File: src/rtl/fir_sample_reader.sv
// fir_sample_reader: circular delay line holding the last TAPS samples. Each
// accepted sample triggers a burst of TAPS beats, newest first, so that beat k
// carries x[n-k] for pairing with coefficient h[k].
// Optional feature: define FIR_READER_CLEAR_EN to add a synchronous `clear`
// input that wipes the history and returns to IDLE (rst still wins).
module fir_sample_reader #(
  parameter  int DATA_W = 16,
  parameter  int TAPS   = 8,
  localparam int ADDR_W = $clog2(TAPS)
) (
  input  logic              clk,
  input  logic              rst,
`ifdef FIR_READER_CLEAR_EN
  input  logic              clear,
`endif
  input  logic              in_valid,
  output logic              in_ready,
  input  logic [DATA_W-1:0] in_data,
  output logic              out_valid,
  input  logic              out_ready,
  output logic [DATA_W-1:0] out_data,
  output logic [ADDR_W-1:0] out_idx,
  output logic              out_last,
  output logic              busy
);

  localparam logic [ADDR_W-1:0] LAST_IDX = ADDR_W'(TAPS - 1);
  localparam logic [ADDR_W-1:0] ONE      = ADDR_W'(1);

  typedef enum logic {
    IDLE,
    READ
  } state_t;

  state_t              state_q;
  logic [DATA_W-1:0]   mem_q [TAPS];
  logic [ADDR_W-1:0]   wr_ptr_q, rd_ptr_q, idx_q;
  logic [ADDR_W-1:0]   wr_ptr_d, rd_ptr_d, idx_d;
  logic [DATA_W-1:0]   out_data_q;
  logic                in_ready_q, out_valid_q, out_last_q, busy_q;
  logic                flush;

  // rst and clear have identical effect, so they share one flush path
`ifdef FIR_READER_CLEAR_EN
  assign flush = rst | clear;
`else
  assign flush = rst;
`endif

  // Pointer arithmetic, wrapping modulo TAPS (valid for non-power-of-2 depths)
  always_comb begin
    wr_ptr_d = (wr_ptr_q == LAST_IDX) ? '0 : wr_ptr_q + ONE;
    rd_ptr_d = (rd_ptr_q == '0) ? LAST_IDX : rd_ptr_q - ONE;
    idx_d    = idx_q + ONE;
  end

  // Control FSM, delay-line storage and registered stream outputs
  always_ff @(posedge clk) begin
    if (flush) begin
      state_q     <= IDLE;
      for (int unsigned i = 0; i < TAPS; i++) mem_q[i] <= '0;
      wr_ptr_q    <= '0;
      rd_ptr_q    <= '0;
      idx_q       <= '0;
      out_data_q  <= '0;
      in_ready_q  <= 1'b1;
      out_valid_q <= 1'b0;
      out_last_q  <= 1'b0;
      busy_q      <= 1'b0;
    end else begin
      case (state_q)
        IDLE: begin
          if (in_valid) begin
            mem_q[wr_ptr_q] <= in_data;
            rd_ptr_q        <= wr_ptr_q;
            wr_ptr_q        <= wr_ptr_d;
            idx_q           <= '0;
            // the new sample is beat 0; forward it rather than re-reading mem
            out_data_q      <= in_data;
            out_last_q      <= 1'b0;
            out_valid_q     <= 1'b1;
            in_ready_q      <= 1'b0;
            busy_q          <= 1'b1;
            state_q         <= READ;
          end
        end
        READ: begin
          if (out_ready) begin
            if (out_last_q) begin
              state_q     <= IDLE;
              idx_q       <= '0;
              out_data_q  <= '0;
              out_last_q  <= 1'b0;
              out_valid_q <= 1'b0;
              in_ready_q  <= 1'b1;
              busy_q      <= 1'b0;
            end else begin
              // prefetch the next beat so outputs stay registered
              rd_ptr_q   <= rd_ptr_d;
              idx_q      <= idx_d;
              out_data_q <= mem_q[rd_ptr_d];
              out_last_q <= (idx_d == LAST_IDX);
            end
          end
        end
        default: state_q <= IDLE;
      endcase
    end
  end

  assign in_ready  = in_ready_q;
  assign out_valid = out_valid_q;
  assign out_data  = out_data_q;
  assign out_idx   = idx_q;
  assign out_last  = out_last_q;
  assign busy      = busy_q;

endmodule

File: config.mk
export PLATFORM = sky130hd
export DESIGN_NAME = fir_sample_reader
export DESIGN_NICKNAME = d
export VERILOG_FILES = /design/src/rtl/fir_sample_reader.sv
export SDC_FILE = /design/constraint.sdc
export NUM_CORES = 1
export LEC_CHECK = 0
export ABC_CLOCK_PERIOD_IN_PS = 5500
export CAP_MARGIN = 20
export CORE_MARGIN = 2
export CORE_UTILIZATION = 50
export CTS_CLUSTER_SIZE = 14
export DETAILED_ROUTE_END_ITERATION = 10
export PLACE_DENSITY = 0.69
export SLEW_MARGIN = 5
export SYNTH_ARGS = -nofsm -noshare
export SYNTH_HDL_FRONTEND = slang
export SYNTH_SLANG_ARGS = --single-unit
export TNS_END_PERCENT = 100
File: constraint.sdc
create_clock -name clk -period 5.5 [get_ports clk]
set_clock_uncertainty 0.15 [all_clocks]
set_input_delay 1.65 -clock clk [delete_from_list [all_inputs] [get_ports clk]]
set_output_delay 1.65 -clock clk [all_outputs]
set_load 0.02 [all_outputs]
Fig. 1: the metal 1 layer
(3 px per µm) Cells faint in the background.
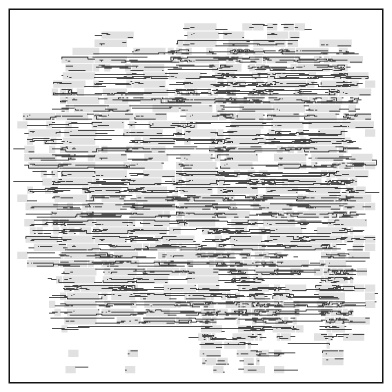
nets with wire on the layer: 579
wire length on this layer: 7640 µm
main direction: horizontal

Fig. 2: M2 wires
(4 px per µm)
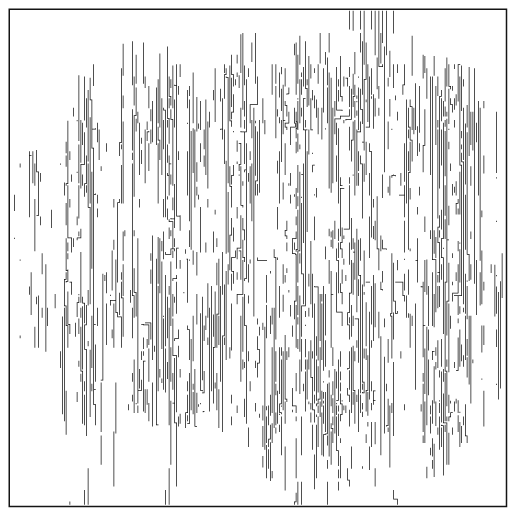
nets with wire on the layer: 529
share of all routed wire: 48%
main direction: vertical

Fig. 3: met3 routing
(2 px per µm) Cells faint in the background.
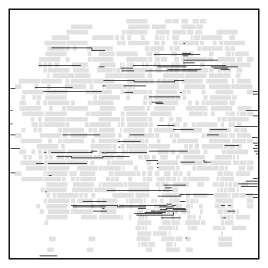
wire length on this layer: 965 µm
longest straight run: 46.5 µm
share of all routed wire: 5.7%
main direction: horizontal

Fig. 4: the metal 4 layer
(2 px per µm) Cells faint in the background.
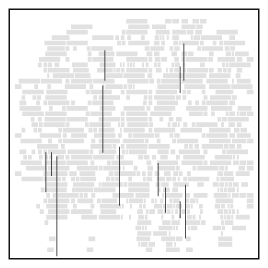
nets with wire on the layer: 8
longest straight run: 49.6 µm
share of all routed wire: 1.5%
final wirelength: 17.0 mm
routed vias: 4597

Fig. 5: track usage over the die
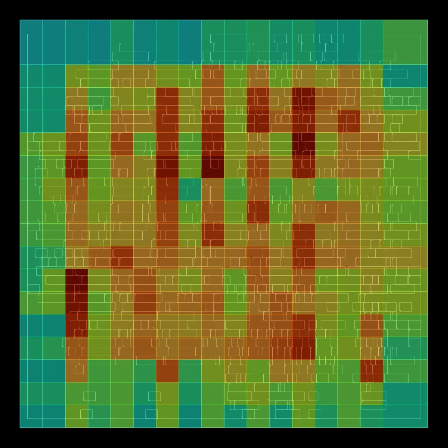
M1 GR Usage: 32.3%
GR Layer Usage met2: 36.6%
met3 usage: 5.82%
gr busiest metal: met2

==> impl_metrics.yaml <==
# yosys + openroad results
global_route:
  grt_pass1_vias: 4550
job:
  warning_count: 27
power_and_ir_drop:
  clkPwrFrac_pct: 42.0
  power.switching_mw: 0.672
  internal_power_mw: 2.21
timing:
  clock.fmax_ghz: 0.270
  finalWorstSetupSlack_ns: 1.79
  period_minus_slack_ns: 3.71
  setup_viol: 0
synthesis:
  synth.logic.top_family: "simple AND/OR/NAND/NOR gates"
  top_cell_area_share_pct: 53.4
  yosysChipArea_um2: 7200
clock_tree:
  cts_tree: "done"
  ctsHoldBuffers: 0
  clock_tree.buffer_depth: 2
setup_path:
  critical_path_required_ns: 5.42
  crit_slowest_cell: "clkdlybuf4s50_1"
  worst-path-stages: 5
  r2r_setup_slack_ns: 2.15
  reg2regPathDepth: 7
  critPathKind: "primary input to flop"
worst_hold_path:
  worstHoldStart: "out_data[8]"
final_layout:
  nMultiInputCombCells: 357
  comb_area_um2: 2560
  seq_area_um2: 4430
  antenna_cells: 0
routing:
  drc: 0
  via_per_inst: 5.90
  wl_met1_mm: 7.64
placement:
  dp_hpwl_mm: 11.5
die:
  die_h_um: 124
  io_pins: 43
outcome:
  status: "finished clean"
